port_nets.png
Scale: 4 px per um.
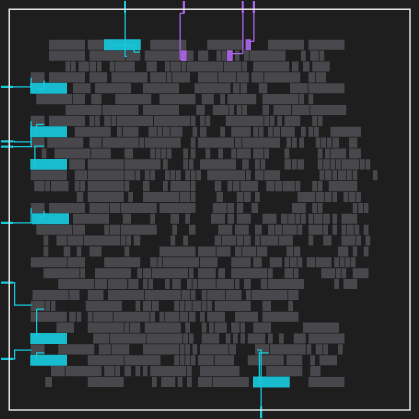
registers.png
Scale: 3 px per um. Other sequential cells in the stronger gray, the rest of the logic in the fainter gray.
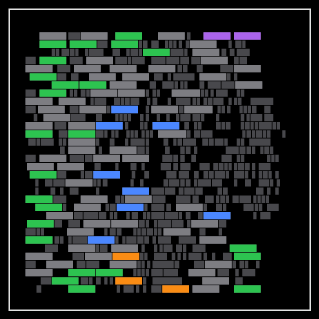
final_clocks.png
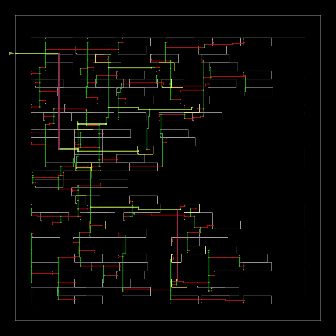
metal_stack.png
Scale: 4 px per um.
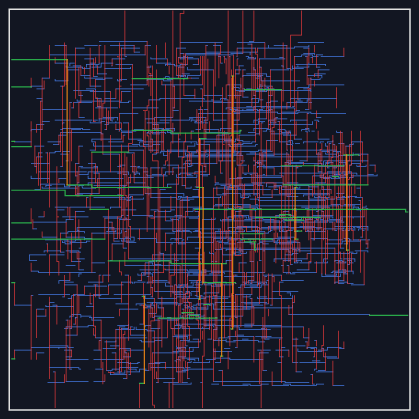
gate_families.png
Scale: 4 px per um.
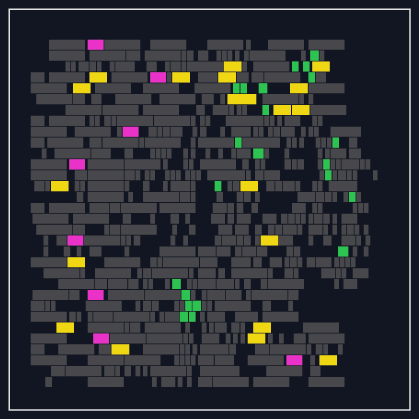
`src/rtl/elevator_call_panel.sv`:
```
// elevator_call_panel: debounced car-button panel issuing round-robin floor requests and tracking service.
// Optional CALL_PANEL_SKIP_CURRENT_EN drops presses for the floor the car is already dwelling at.
module elevator_call_panel #(
  parameter int DEBOUNCE_CYCLES = 4,
  parameter int GAP_CYCLES = 2,
  parameter int DWELL_CYCLES = 2
) (
  input  logic       i_clk,
  input  logic       i_rst_n,
  input  logic [7:0] i_buttons,
  input  logic [2:0] i_floor,
  output logic       o_button_pressed,
  output logic [2:0] o_button_value,
  output logic [7:0] o_lamps
);
  localparam int DW = $clog2(DEBOUNCE_CYCLES + 1);
  localparam int WW = $clog2(DWELL_CYCLES + 1);
  localparam int GW = $clog2(GAP_CYCLES + 2);
  typedef enum logic [1:0] {S_IDLE, S_ISSUE, S_GAP} state_t;
  state_t state_q, state_d;
  logic [7:0] s1_q, s2_q, db_q, db_d, dbp_q, pend_q, pend_d, iss_q, iss_d, lamps_q;
  logic [DW-1:0] cnt_q [8];
  logic [DW-1:0] cnt_d [8];
  logic [2:0] floor_q, ptr_q, sel_q, sel_d, out_q, out_d, cand, pick;
  logic [WW-1:0] dwell_q, dwell_d;
  logic [GW-1:0] gap_q, gap_d;
  logic same, serve, found, issue;
  logic [7:0] rise, accept, serve_m, issue_m, skip_m, avail;
  always_comb begin
    db_d = db_q;
    for (int f = 0; f < 8; f++) begin
      cnt_d[f] = '0;
      if (s2_q[f] != db_q[f]) begin
        if (cnt_q[f] == DW'(DEBOUNCE_CYCLES - 1)) db_d[f] = s2_q[f];
        else cnt_d[f] = cnt_q[f] + 1'b1;
      end
    end
  end
  assign rise = db_q & ~dbp_q;
  assign same = i_floor == floor_q;
  assign dwell_d = !same ? WW'(1) : (dwell_q == WW'(DWELL_CYCLES) ? dwell_q : dwell_q + 1'b1);
  // serve fires once, on the cycle the dwell count first reaches its target
  assign serve = dwell_d == WW'(DWELL_CYCLES) && !(same && dwell_q == WW'(DWELL_CYCLES));
  assign serve_m = serve ? 8'b1 << i_floor : 8'b0;
`ifdef CALL_PANEL_SKIP_CURRENT_EN
  assign skip_m = dwell_d == WW'(DWELL_CYCLES) ? 8'b1 << i_floor : 8'b0;
`else
  assign skip_m = 8'b0;
`endif
  assign accept = rise & ~skip_m & (~lamps_q | serve_m);
  assign avail = pend_q & ~serve_m;
  always_comb begin
    found = 1'b0;
    pick = ptr_q;
    cand = ptr_q;
    for (int k = 1; k <= 8; k++) begin
      cand = ptr_q + 3'(k);
      if (!found && avail[cand]) begin
        found = 1'b1;
        pick = cand;
      end
    end
  end
  always_comb begin
    state_d = state_q;
    gap_d = gap_q;
    sel_d = sel_q;
    issue = 1'b0;
    case (state_q)
      S_IDLE: begin
        state_d = found && out_q != 3'd7 ? S_ISSUE : S_IDLE;
        sel_d = found ? pick : sel_q;
      end
      S_ISSUE: begin
        issue = 1'b1;
        state_d = S_GAP;
        gap_d = '0;
      end
      S_GAP: begin
        state_d = gap_q == GW'(GAP_CYCLES - 1) ? S_IDLE : S_GAP;
        gap_d = gap_q + 1'b1;
      end
      default: state_d = S_IDLE;
    endcase
  end
  assign issue_m = issue ? 8'b1 << sel_q : 8'b0;
  assign pend_d = (pend_q & ~issue_m & ~serve_m) | accept;
  assign iss_d = (iss_q & ~serve_m) | issue_m;
  assign out_d = out_q + {2'b0, issue} - {2'b0, serve & iss_q[i_floor]};
  assign o_button_pressed = state_q == S_ISSUE;
  assign o_button_value = o_button_pressed ? sel_q : 3'd0;
  assign o_lamps = lamps_q;
  always_ff @(posedge i_clk or negedge i_rst_n) begin
    if (!i_rst_n) begin
      s1_q <= '0;
      s2_q <= '0;
      db_q <= '0;
      dbp_q <= '0;
      cnt_q <= '{default: '0};
      pend_q <= '0;
      iss_q <= '0;
      lamps_q <= '0;
      state_q <= S_IDLE;
      gap_q <= '0;
      sel_q <= '0;
      ptr_q <= 3'd7;
      out_q <= '0;
      floor_q <= '0;
      dwell_q <= '0;
    end else begin
      s1_q <= i_buttons;
      s2_q <= s1_q;
      db_q <= db_d;
      dbp_q <= db_q;
      cnt_q <= cnt_d;
      pend_q <= pend_d;
      iss_q <= iss_d;
      lamps_q <= pend_d | iss_d;
      state_q <= state_d;
      gap_q <= gap_d;
      sel_q <= sel_d;
      ptr_q <= issue ? sel_q : ptr_q;
      out_q <= out_d;
      floor_q <= i_floor;
      dwell_q <= dwell_d;
    end
  end
endmodule
```
`config.mk`:
```
export PLATFORM = sky130hd
export DESIGN_NAME = elevator_call_panel
export DESIGN_NICKNAME = d
export VERILOG_FILES = /design/src/rtl/elevator_call_panel.sv
export SDC_FILE = /design/constraint.sdc
export NUM_CORES = 1
export LEC_CHECK = 0
export ABC_AREA = 1
export ABC_CLOCK_PERIOD_IN_PS = 3350
export CORE_MARGIN = 5
export CORE_UTILIZATION = 60
export DETAILED_ROUTE_END_ITERATION = 10
export DONT_BUFFER_PORTS = 1
export PLACE_DENSITY = 0.76
export RECOVER_POWER = 25
export SLEW_MARGIN = 15
export SYNTH_ARGS = -nofsm -noshare
export SYNTH_HDL_FRONTEND = slang
export SYNTH_SLANG_ARGS = --single-unit
```
`constraint.sdc`:
```
create_clock -name i_clk -period 3.35 [get_ports i_clk]
set_input_delay 0.335 -clock i_clk [delete_from_list [all_inputs] [get_ports i_clk]]
set_output_delay 0.335 -clock i_clk [all_outputs]
set_load 0.01 [all_outputs]
```
==> out/metrics.yaml <==
areaGrowthSynthToFinish_pct: 8.17
drv_slew: 99
finalClockPeriodUsage_pct: 85.9
p_leak_nw: 2.54
tightestPinTransition_ns: 2.29
first_global_vias: 3411
clk_latency_ns: 0.36
final_cell_area_mm2: 0.00523
cts_hold_buf: 13
top_cell: "nand2_1"
critPathMaxStageDelay_ns: 0.67
cts.sinks: 98
coreArea_mm2: 0.00781
clock.fmax_ghz: 0.347
min-delay-path-class: "in2reg"
drc: 0
syn_nets: 529
holdWs_ns: 0.276
ys_chip_area_mm2: 0.00484
cts_buffer_depth: 2
ff2ff_setup_slack_ns: 0.47
cts.repair.resized: 0
peakVddDrop_mv: 0.426
io_buffers: 0
slowest_stage: "dfstp_2"
cts_setup_buffers: 0
ys_warn_count: 0
hold_path_end: "dwell_q[1]"
pre_cts_ws_ns: 0.529
layout-drive-gt1-share_pct: 15.5
ys_async_sr_fraction_pct: 100
outcome: "complete, but fails checks"
cts.clk_slew.worst_paths_ns: 0.10
h-tree-depth: 3
area_leaders: "dfrtp_1 49%, nand2_1 8.2%, ha_1 4.7%, inv_1 4.4%, nand3_1 3.9%"
rsz0062_at_grt: "false"
fp.dieW_um: 99.8
place_area_mm2: 0.00491
path_buffers: 3
diodes: 0
period_minus_slack_ns: 2.88
violations: "max-capacitance violations, max-slew violations"
grt_pass1_wl_um: 15800
maxCapViolCount: 1
yosysTopAreaCell: "dfrtp_1"
common_cells: "106 x nand2_1, 95 x dfrtp_1, 57 x inv_1"
r2r_cells: 15
io_pins: 25
edf_count: 0
setup_ws_ns: 0.472
synth_flops: 98
path_depth: 15
drtAntennaViolNets: 0
yosysUniqueCellTypes: 36
crit_start: "ptr_q[0]"
chipArea_mm2: 0.00996
crit_family: "simple AND/OR/NAND/NOR gates"
drtIter0Drc: 160
About port_nets.png:
o_button_value: in purple, direction output, edge top, end cells 3, buffers 0, wire 36.6 um. i_buttons: in cyan, direction input, edge 6 left, 1 bottom, 1 top, end cells 8, buffers 8, wire 126 um.

About registers.png:
gap_q: in purple, sequential cells 2. floor_q: in orange, sequential cells 3. pend_q: in blue, sequential cells 8. cnt_q: in green, sequential cells 24.
Another 61 sequential cells are not colored.
Seq. pwr: 1.94 mW
fin util: 67.0%
Seq/total area: 46.9%
register area: 0.00246 mm^2

About final_clocks.png:
flip-flops: 98
Final Skew: 0.00700 ns

About metal_stack.png:
met1: in blue, wire length 3900 um. met4: in orange, wire length 240 um. met2: in red, wire length 4340 um. met3: in green, wire length 389 um.
drt wl/cell: 14.2 um
total wire length: 8870 um

About gate_families.png:
inverting AOI/OAI gates: in green, cells 22. adder and majority cells: in yellow, cells 19. multiplexers: in magenta, cells 8.
most instantiated logic cell after routing: nand2_1
Layout Cells excl Fill: 623
Comb/total area: 39.8%

-- per-layer routing --
| metal | vias up | wire length (um) | GRT usage (%) |
|---|---|---|---|
| met5 | - | 0 | 0 |
| met1 | 1610 | 3900 | 25.1 |
| met4 | 0 | 240 | 10.2 |
| li1 | 1653 | - | - |
| met3 | 16 | 389 | 4.73 |
| met2 | 68 | 4340 | 32.6 |
-- cell type report --
cell class | count | area (um^2)
Fill cell | 604 | 2570
Sequential cell | 98 | 2460
Multi-Input combinational cell | 330 | 2080
Inverter | 63 | 236
Clock buffer | 10 | 138
Timing Repair Buffer | 14 | 133
Tap cell | 102 | 128
Clock inverter | 6 | 61.3
-- logic make-up (layout without fill, tap and decap cells) --
family	Yosys count	after routing	share of synthesized area, %
buffers and inverters	69	93	6.21
XOR/XNOR	14	14	2.92
AND-OR/OR-AND	22	22	2.53
AND/OR/NAND/NOR	267	267	30.6
adder cells (fa/ha/maj)	19	19	5.07
multiplexers	8	8	1.86
flip-flops	98	98	50.8
-- power breakdown --
group | leakage [nW] | switching, mW | internal (mW)
combinational | 1.28 | 1.71 | 0.990
sequential | 1.16 | 0.353 | 1.59
clock | 0.0978 | 0.431 | 0.307
-- state kept, by name (all words and copies together), names as in the netlist, 8 cells and up --
| register | count |
|---|---|
| o_lamps | 8 |
| cnt_q | 24 |
| s1_q | 8 |
| pend_q | 8 |
| iss_q | 8 |
| s2_q | 8 |
| db_q | 8 |
| dbp_q | 8 |
-- metrics by stage --
stage | util, % | cells | total power, mW
CTS | 67.3 | 623 | 5.42
global placement | 62.9 | 594 | 4.52
detailed placement | 62.9 | 594 | 4.62
global route | 67.0 | 623 | 5.90
floorplan | - | 497 | 4.11
finish | 67.0 | 623 | 5.38
Power and IR drop assume default switching activity.
